==> run_1/drive_strength.png <==
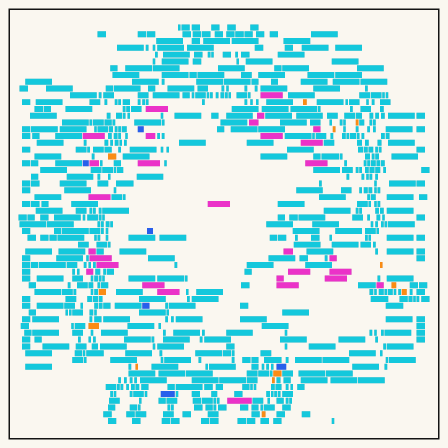
==> run_1/pins.png <==
The bar under the picture is 50 um long. Pins as bars across the die edge, other pins in gray.
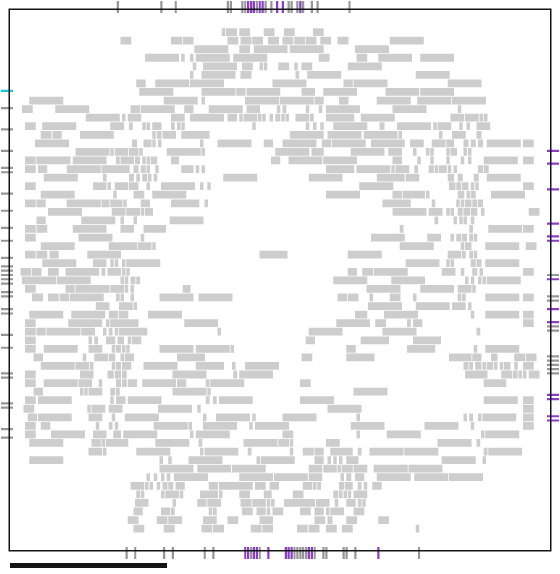
==> run_1/final_placement.png <==
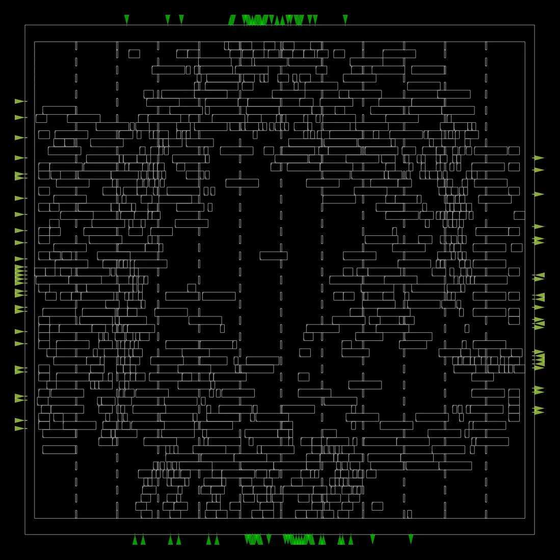
## src/rtl/pipe_cla_adder.sv

```systemverilog
// pipe_cla_adder: pipelined carry-lookahead adder/subtractor.
//
// The WIDTH-bit operation is split into STAGES chunks of CW = WIDTH/STAGES
// bits. Stage k adds chunk k with in-chunk lookahead carries. Its carry-in
// comes from the registered carry-out of stage k-1. Upper operand chunks and
// lower result chunks travel through delay registers so that every chunk of a
// beat emerges together, STAGES cycles after acceptance. A stall at the
// output holds the whole pipeline.
//
// Optional feature: define PIPE_CLA_ADDER_FLAGS_EN to compute and pipeline
// the ovf and zero flags. Without it both flags are tied low.
//
// Ports:
//   clk        clock, rising edge
//   rst_n      synchronous active-low reset
//   in_valid   operand beat offered
//   in_ready   pipeline accepts a beat this cycle
//   a, b       operands (WIDTH)
//   cin        carry-in for add (ignored for sub)
//   sub        0: a+b+cin, 1: a-b (a+~b+1)
//   out_valid  result beat present
//   out_ready  consumer accepts the result
//   sum        result (WIDTH)
//   cout       carry out of MSB (for sub: 1 = no borrow)
//   ovf        signed overflow
//   zero       sum == 0
module pipe_cla_adder #(
  parameter int unsigned WIDTH  = 32,
  parameter int unsigned STAGES = 4
) (
  input  logic             clk,
  input  logic             rst_n,
  input  logic             in_valid,
  output logic             in_ready,
  input  logic [WIDTH-1:0] a,
  input  logic [WIDTH-1:0] b,
  input  logic             cin,
  input  logic             sub,
  output logic             out_valid,
  input  logic             out_ready,
  output logic [WIDTH-1:0] sum,
  output logic             cout,
  output logic             ovf,
  output logic             zero
);

  localparam int unsigned CW   = WIDTH / STAGES;
  localparam int unsigned LAST = STAGES - 1;

  // Chunk adder. Each carry is a flat sum-of-products over g/p terms, so no
  // carry ripples bit-to-bit inside the chunk.
  // Result: {carry out, carry into chunk MSB, chunk sum}.
  function automatic logic [CW+1:0] cla(input logic [CW-1:0] x,
                                        input logic [CW-1:0] y,
                                        input logic          ci);
    logic [CW-1:0] g;
    logic [CW-1:0] p;
    logic [CW:0]   c;
    logic          t;
    g    = x & y;
    p    = x | y;
    c    = '0;
    c[0] = ci;
    for (int unsigned i = 0; i < CW; i++) begin
      t = ci;
      for (int unsigned k = 0; k <= i; k++) t = t & p[k];
      c[i+1] = t;
      for (int unsigned j = 0; j <= i; j++) begin
        t = g[j];
        for (int unsigned k = j + 1; k <= i; k++) t = t & p[k];
        c[i+1] = c[i+1] | t;
      end
    end
    return {c[CW], c[CW-1], x ^ y ^ c[CW-1:0]};
  endfunction

  logic             adv;
  logic [WIDTH-1:0] b_eff;
  logic             c0;
  logic [CW+1:0]    st    [STAGES];
  logic             vin   [STAGES];

  // [stage][chunk]: pipeline register of stage s holding chunk k.
  // Operands: only chunks k > s are meaningful; results: only k <= s.
  logic [CW-1:0]    opa_q [STAGES][STAGES];
  logic [CW-1:0]    opb_q [STAGES][STAGES];
  logic [CW-1:0]    res_q [STAGES][STAGES];
  logic             c_q   [STAGES];
  logic             v_q   [STAGES];
`ifdef PIPE_CLA_ADDER_FLAGS_EN
  // Running "all chunks so far are zero" flag, one per stage.
  logic             z_q   [STAGES];
  logic             ovf_q;
`endif

  assign out_valid = v_q[LAST];
  assign in_ready  = !(out_valid && !out_ready);
  assign adv       = in_ready;
  assign cout      = c_q[LAST];

  always_comb begin
    b_eff  = sub ? ~b : b;
    c0     = sub | cin;
    st[0]  = cla(a[CW-1:0], b_eff[CW-1:0], c0);
    vin[0] = in_valid;
    for (int unsigned s = 1; s < STAGES; s++) begin
      st[s]  = cla(opa_q[s-1][s], opb_q[s-1][s], c_q[s-1]);
      vin[s] = v_q[s-1];
    end
  end

  always_ff @(posedge clk) begin
    if (!rst_n) begin
      for (int unsigned s = 0; s < STAGES; s++) v_q[s] <= 1'b0;
      for (int unsigned k = 0; k < STAGES; k++) res_q[LAST][k] <= '0;
      c_q[LAST] <= 1'b0;
`ifdef PIPE_CLA_ADDER_FLAGS_EN
      z_q[LAST] <= 1'b0;
      ovf_q     <= 1'b0;
`endif
    end else if (adv) begin
      for (int unsigned s = 0; s < STAGES; s++) begin
        v_q[s] <= vin[s];
        // The output stage loads only on a real beat, so sum/cout/flags keep
        // their reset or last value across bubbles.
        if (s != LAST || vin[s]) begin
          c_q[s]      <= st[s][CW+1];
          res_q[s][s] <= st[s][CW-1:0];
          for (int unsigned k = 0; k < s; k++) res_q[s][k] <= res_q[s-1][k];
          for (int unsigned k = s + 1; k < STAGES; k++) begin
            if (s == 0) begin
              opa_q[s][k] <= a[k*CW +: CW];
              opb_q[s][k] <= b_eff[k*CW +: CW];
            end else begin
              opa_q[s][k] <= opa_q[s-1][k];
              opb_q[s][k] <= opb_q[s-1][k];
            end
          end
`ifdef PIPE_CLA_ADDER_FLAGS_EN
          if (s == 0) z_q[s] <= (st[s][CW-1:0] == '0);
          else        z_q[s] <= z_q[s-1] && (st[s][CW-1:0] == '0);
          if (s == LAST) ovf_q <= st[s][CW+1] ^ st[s][CW];
`endif
        end
      end
    end
  end

  always_comb begin
    sum = '0;
    for (int unsigned k = 0; k < STAGES; k++) sum[k*CW +: CW] = res_q[LAST][k];
  end

`ifdef PIPE_CLA_ADDER_FLAGS_EN
  assign ovf  = ovf_q;
  assign zero = z_q[LAST];
`else
  assign ovf  = 1'b0;
  assign zero = 1'b0;
`endif

endmodule

```

## config.mk

```make
export PLATFORM = sky130hd
export DESIGN_NAME = pipe_cla_adder
export DESIGN_NICKNAME = d
export VERILOG_FILES = /design/src/rtl/pipe_cla_adder.sv
export SDC_FILE = /design/constraint.sdc
export NUM_CORES = 1
export LEC_CHECK = 0
export ABC_AREA = 1
export CAP_MARGIN = 30
export CORE_MARGIN = 3
export CORE_UTILIZATION = 30
export DETAILED_ROUTE_END_ITERATION = 8
export PLACE_DENSITY = 0.58
export SKIP_CTS_REPAIR_TIMING = 1
export SYNTH_ARGS = -nofsm -noshare
export SYNTH_HDL_FRONTEND = slang
export SYNTH_SLANG_ARGS = --single-unit
```

## constraint.sdc

```tcl
create_clock -name clk -period 8.8 [get_ports clk]
set_input_delay 1.76 -clock clk [delete_from_list [all_inputs] [get_ports clk]]
set_output_delay 1.76 -clock clk [all_outputs]
set_load 0.01 [all_outputs]
```

==> run_results.csv, run 1 <==
group,metric,value,unit
pwr,power.leakage,4.248,nW
final_timing,finalSetupViolCount,0,
pwr,total_power,2.024,mW
clock_tree,clk_pin_slew_worst_paths,0.08,ns
cells_and_area,clk_share,5.429,%
worst_setup_path,path_cells,"clkdlybuf4s50_1, inv_1, nand2_1, clkdlybuf4s50_1",
synth,synthTopCellsByCount,"edfxtp_1 (181), inv_1 (141), ha_1 (64)",
worst_setup_path,crit_slowest_cell,"clkdlybuf4s50_1",
cells_and_area,inv_count,146,
global_routing,globalRoute.totalOverflow,0,
clock_tree,clock-sinks,184,
pwr,powerComb,214,uW
final_timing,fin_crit_sh,52.87,%
synth,synth.cell_area,0.008224,mm2
routing,drt_pass1_iterations,4,
final_timing,grt_setup_unrepaired,"false",
worst_setup_path,cp.required,7.04,ns
final_timing,tightestPinTransition,0.8185,ns
synth,adder_share,10.71,%
worst_setup_path,r2r_slack,6.29,ns
synth,compound_area_share,1.765,%
hold_path,min_from,"res_q[1][23]",
cells_and_area,layout.cells.most_common,"edfxtp_1",
die,chip_area,0.02944,mm2
pwr,power.density,197.8,mW/mm2
place,dp_hpwl,8819,um
clock_tree,cts_buffers,17,
routing,drtIter0Drc,278,
routing,routed_via_density,4.067,
cells_and_area,final_layout_size_suffix_gt1_share,6.332,%
routing,drcViolationCount,0,
synth,top_area_cell,"edfxtp_1",
die,taps,335,
synth,area_leaders,"edfxtp_1 (66%), ha_1 (9.7%), inv_1 (6.4%)",
cells_and_area,largest_register,"res_q",
cells_and_area,seqCellArea,0.005495,mm2
status,outcome,"completed",
cells_and_area,n_antenna_cell,0,
worst_setup_path,r2r-end,"opa_q[0][7]",
pwr,p_comb_share,10.6,%
pwr,switching_share,24.28,%
synth,ys_seq_share,66.82,%
synth,yosys_cells,627,
worst_setup_path,r2r-start,"v_q[3]",
die,initial_utilization,31.03,%
global_routing,groute.usage.overall,8.980,%
pwr,p_seq,1.08,mW
pwr,internal_power,1.532,mW
cells_and_area,largest_class,"registers",
pwr,p_clk_share,36.1,%
cells_and_area,n_clock_buffer,17,
synth,synth-edff-count,181,
synth,yosysMostFrequentCell,"edfxtp_1",
synth,ys_ff,184,
cells_and_area,layout_top_cells,"edfxtp_1 (181), inv_1 (140), clkdlybuf4s50_1 (103), ha_1 (64), nor2_1 (55)",
pwr,ir_drop,83.28,uV
final_timing,setup_tns,0,ns
final_timing,final_hold_viol_count,0,
pwr,power_leader,"sequential cells",
routing,drt_wl_total,12690,um
worst_setup_path,cp.buffers_inverters,3,
synth,syn_inst,627,
pwr,pwr-share-seq,53.3,%
global_routing,antenna_found_initial,0,
final_timing,fin_crit,4.653,ns
routing,vias,4445,
worst_setup_path,startpoint,"out_ready",
pwr,powerClk,730,uW
global_routing,grt_pass1_wl,20440,um
routing,postRouteAntennaNets,0,
hold_path,worstHoldPathType,"reg2reg",
synth,logic_family,"adder cells",
synth,ys_types,33,
die,ios,107,
worst_setup_path,worstPathMaxFanout,3,
routing,wire_per_inst,11.61,um
run,maxCapViolations,0,
hold_path,min_path_cells,0,
worst_setup_path,rr_worst_depth,4,
synth,ys_sh_xor,5.431,%
pwr,switchingPower,491.3,uW
synth,syn_area_per_cell,13.12,um2
cells_and_area,area.share.combinational,20.90,%
cells_and_area,largest_reg_flops,80,
place,dp_cells,1061,
cells_and_area,nonClkBufAreaFrac,10.47,%
synth,top_cell_area_share,66.09,%
final_timing,worst_clock_skew,0.01044,ns
clock_tree,cts-htree-levels,4,
place,dp_slack,4.151,ns
cells_and_area,nets,883,
synth,yosys_warnings,0,
clock_tree,clk-insertion-delay-late,0.42,ns
run,warnings,62,
global_routing,grt_max_degree,84,
synth,synth-async-reset-ratio,0,%
worst_setup_path,crit_family,"buffers and inverters",
global_routing,grt_pass1_vias,4351,
hold_path,worst_hold_path.endpoint,"res_q[2][23]",
worst_setup_path,crit_path_end_kind,"output port",
worst_setup_path,start_kind,"input port",
synth,yosys-stat-area,0.008224,mm2
worst_setup_path,slowest_delay,0.54,ns
cells_and_area,combGateArea,0.002138,mm2
clock_tree,cts-root-buf,"clkbuf_16",
cells_and_area,design_area,0.01023,mm2
place,gp_congestion,0.8077,
place,placed_area,0.009677,mm2
synth,synthFlopType,"edfxtp_1",
worst_setup_path,timing.critical_path.mode_cell,"clkdlybuf4s50_1",
worst_setup_path,worstSetupPathType,"in2out",
synth,mux_share,0,%
clock_tree,clk_path_buf_depth,2,
synth,synthSimpleGateAreaFrac,7.972,%
die,rows,59,
clock_tree,cts_tree,"yes",
cells_and_area,comb_cells,290,
cells_and_area,sh_seq_area,53.71,%
final_timing,finalHoldWorstSlack,0.4110,ns
worst_setup_path,critPathArrivalTime,2.89,ns
final_timing,fmax,0.2149,GHz
final_timing,relSlewSlack,45.24,%
final_timing,drv_slew,0,
cells_and_area,area_delta_synth_final,24.42,%
cells_and_area,largest_registers,"res_q: 80 flops, opa_q: 48 flops, opb_q: 48 flops",
Notes on drive_strength.png above:
- drive 3 to 4: blue (cells 6)
- drive 1 or less: cyan (cells 710)
- drive 6 and up: magenta (cells 29)
- drive 2: orange (cells 13)
Non-clk bufs: 106
final worst slack: 4.147 ns

Notes on pins.png above:
- clk: cyan (pins 1; direction input; edge left)
- sum: purple (pins 32; direction output; edge 13 right, 11 bottom, 8 top)
- all pins by edge: 31 bottom, 28 left, 25 top, 23 right
die width: 171.6 um
Die Y: 171.6 um
# port buffers: 104

Notes on final_placement.png above:
final std cells w/o fill: 1093
Final Core Density: 38.61%
Core ar.: 0.02650 mm2
fillcell total: 2535
flop count: 184

run 1: layer usage:
| metal | vias to the layer above | global-route usage [%] | part of all wire [%] |
|---|---|---|---|
| met2 | 74 | 16.18 | 52 |
| met1 | 2076 | 10.11 | 43 |
| met5 | - | 0 | 0 |
| met4 | 0 | 3.254 | 1.4 |
| li1 | 2282 | - | - |
| met3 | 13 | 2.597 | 3.3 |
run 1: how the worst max path moves through the flow:
stage          slack, ns       end  cells past startpoint
2_1_floorplan       3.38    c_q[0]                      4
3_3_place_gp        4.16  in_ready                      4
3_5_place_dp        4.15  in_ready                      4
4_1_cts             4.14  in_ready                      4
5_1_grt             4.08  in_ready                      4
6_report            4.15  in_ready                      4
--- run 2 (diff from run 1) ---
Settings changed: PLACE_DENSITY 0.58 to 0.59.
Clock period 8.8 ns to 4 ns, I/O delays scaled along.
==> run_results.csv, run 2 <==
group,metric,value,unit
final_timing,final_hold_viol_count,0,
synth,logic_family,"adder cells",
routing,met2_length,6870,um
worst_setup_path,worstPathMaxFanout,3,
hold_path,worstHoldPathType,"reg2reg",
cells_and_area,nets,886,
pwr,total_power,4.633,mW
die,fp.coreArea,0.02650,mm2
cells_and_area,combGateArea,0.002138,mm2
synth,ys_seq_share,66.82,%
routing,wire_per_inst,11.95,um
synth,top_cell_area_share,66.09,%
final_timing,drv_slew,0,
cells_and_area,area_delta_synth_final,25.56,%
clock_tree,clk-insertion-delay-late,0.42,ns
final_timing,fin_crit_sh,68.29,%
global_routing,grtUsageMet1,10.62,%
synth,yosys_cells,627,
cells_and_area,layout.cells.most_common,"edfxtp_1",
final_timing,setup_tns,0,ns
synth,ys_types,33,
synth,area_leaders,"edfxtp_1 (66%), ha_1 (9.7%), inv_1 (6.4%)",
worst_setup_path,crit_family,"buffers and inverters",
global_routing,grt_busiest_layer,"met2",
worst_setup_path,timing.critical_path.mode_cell,"clkdlybuf4s50_1",
die,rows,59,
cells_and_area,final_layout_size_suffix_gt1_share,6.570,%
final_timing,tightestPinTransition,0.8443,ns
worst_setup_path,cp.buffers_inverters,3,
clock_tree,clock-sinks,184,
final_timing,fin_crit,2.732,ns
final_timing,finalHoldWorstSlack,0.4152,ns
final_timing,worst_clock_skew,0.01012,ns
die,ios,107,
routing,m1WireLength,5568,um
global_routing,grt_pass1_vias,4450,
synth,synth.cell_area,0.008224,mm2
routing,dr.max_layer_used,"met4",
worst_setup_path,worstSetupPathType,"in2out",
worst_setup_path,r2r_slack,1.93,ns
global_routing,grt_max_degree,49,
synth,yosys_warnings,0,
cells_and_area,largest_reg_flops,80,
synth,synth-edff-count,181,
worst_setup_path,crit_slowest_cell,"clkdlybuf4s50_1",
cells_and_area,nFillCells,2466,
synth,synthFlopType,"edfxtp_1",
worst_setup_path,crit_path_end_kind,"output port",
die,die_h,171.6,um
pwr,power.density,448.7,mW/mm2
global_routing,globalRoute.totalOverflow,0,
synth,compound_area_share,1.765,%
die,die_w,171.6,um
worst_setup_path,slowest_delay,0.54,ns
routing,routed_via_density,4.064,
place,gp_congestion,0.8138,
cells_and_area,seqCellArea,0.005495,mm2
synth,synthSimpleGateAreaFrac,7.972,%
run,warnings,62,
synth,adder_share,10.71,%
die,chip_area,0.02944,mm2
synth,yosys-stat-area,0.008224,mm2
synth,ys_sh_xor,5.431,%
synth,ys_ff,184,
clock_tree,cts-root-buf,"clkbuf_16",
run,maxCapViolations,0,
global_routing,grt_use_met3,2.620,%
place,portBuffers,104,
die,initial_utilization,31.03,%
clock_tree,cts_buffers,17,
routing,drt_wl_total,13100,um
place,dp_hpwl,9203,um
worst_setup_path,path_cells,"clkdlybuf4s50_1, inv_1, nand2_1, clkdlybuf4s50_1",
final_timing,fmax,0.3661,GHz
routing,drtIter0Drc,225,
cells_and_area,largest_registers,"res_q: 80 flops, opa_q: 48 flops, opb_q: 48 flops",
cells_and_area,layout_top_cells,"edfxtp_1 (181), inv_1 (140), clkdlybuf4s50_1 (103), ha_1 (64), nor2_1 (55)",
synth,syn_inst,627,
place,dp_slack,0.9790,ns
clock_tree,clk_pin_slew_worst_paths,0.06,ns
routing,drt_pass1_iterations,5,
pwr,ir_drop,182.6,uV
clock_tree,cts_tree,"yes",
worst_setup_path,cp.required,3.20,ns
cells_and_area,n_antenna_cell,0,
routing,postRouteAntennaNets,0,
synth,yosysMostFrequentCell,"edfxtp_1",
synth,synthTopCellsByCount,"edfxtp_1 (181), inv_1 (141), ha_1 (64)",
status,outcome,"completed",
routing,drcViolationCount,0,
pwr,power.leakage,4.291,nW
place,placed_area,0.009703,mm2
worst_setup_path,start_kind,"input port",
global_routing,met2_usage,16.35,%
final_timing,relSlewSlack,43.51,%
routing,vias,4454,
place,dp_cells,1064,
synth,mux_share,0,%
final_timing,finalSetupViolCount,0,
synth,synth-async-reset-ratio,0,%
cells_and_area,final_util,38.96,%
global_routing,groute.usage.overall,9.295,%
cells_and_area,fin_cells,1096,
global_routing,grt_pass1_wl,20970,um
routing,route.met3.wl,449,um
synth,syn_area_per_cell,13.12,um2
cells_and_area,largest_register,"res_q",
worst_setup_path,critPathArrivalTime,1.93,ns
final_timing,grt_setup_unrepaired,"false",
## run 2: cell counts after synthesis
No cell type changed its count.
## run 2: area by class of cell
cell class	instances	area share [%]
multi-input combinational	290	20.71
sequential	184	53.22
inverter	146	5.343
clock inverter	13	1.842
tap	335	4.059
timing repair buffer	109	10.64
clock buffer	19	4.192
## run 2: final timing paths
kind,startpoint,end,cells after the start
worst max register to register,v_q[3],opa_q[0][0],4
worst min-delay path,opb_q[0][2],opb_q[0][26],0
worst max-delay path,out_ready,in_ready,4
worst min register to register,opb_q[0][2],opb_q[0][26],0
## run 2: where the power goes
part	internal, mW	leakage [nW]	switching, mW	total, mW
Sequential	2.33	1.82	0.0524	2.38
Combinational	0.227	2.17	0.251	0.479
Clock	1.06	0.303	0.720	1.78
Total	3.61	4.29	1.02	4.63
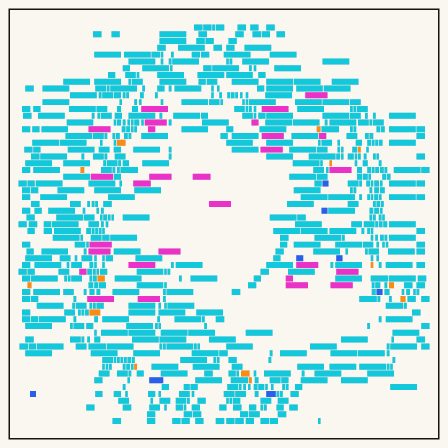
(run_2/drive_strength.png)
- drive 1 or less: cyan (cells 711)
- drive 3 to 4: blue (cells 8)
- drive 2: orange (cells 14)
- drive 6 and up: magenta (cells 28)
Non-clk bufs: 109
Final Cell Area: 0.01033 mm2
final worst slack: 1.268 ns

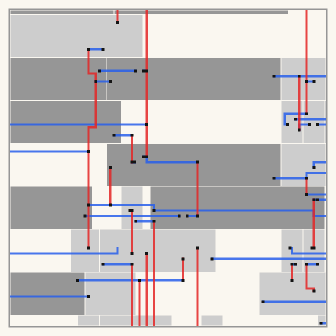
(run_2/zoom.png)
Window x 119 to 139, y 119 to 139 um. Cells in gray, sequential cells in the stronger gray; small squares are vias.
- met1: blue
- met2: red
- most frequent: inv_1 (5), edfxtp_1 (5), ha_1 (3)
- sequential cells in the window: 5
- netlist names of flops here include: opb_q (3), opa_q (2)
- cells with their middle in the window: 17

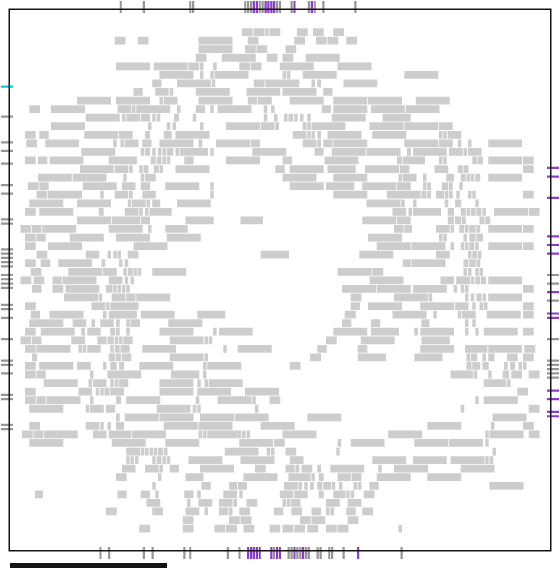
(run_2/pins.png)
The bar under the picture is 50 um long. Pins as bars across the die edge, other pins in gray.
- clk: cyan (pins 1; direction input; edge left)
- sum: purple (pins 32; direction output; edge 13 right, 11 bottom, 8 top)
- all pins by edge: 32 bottom, 29 left, 24 top, 22 right

Power is estimated from default activity; no workload was simulated.
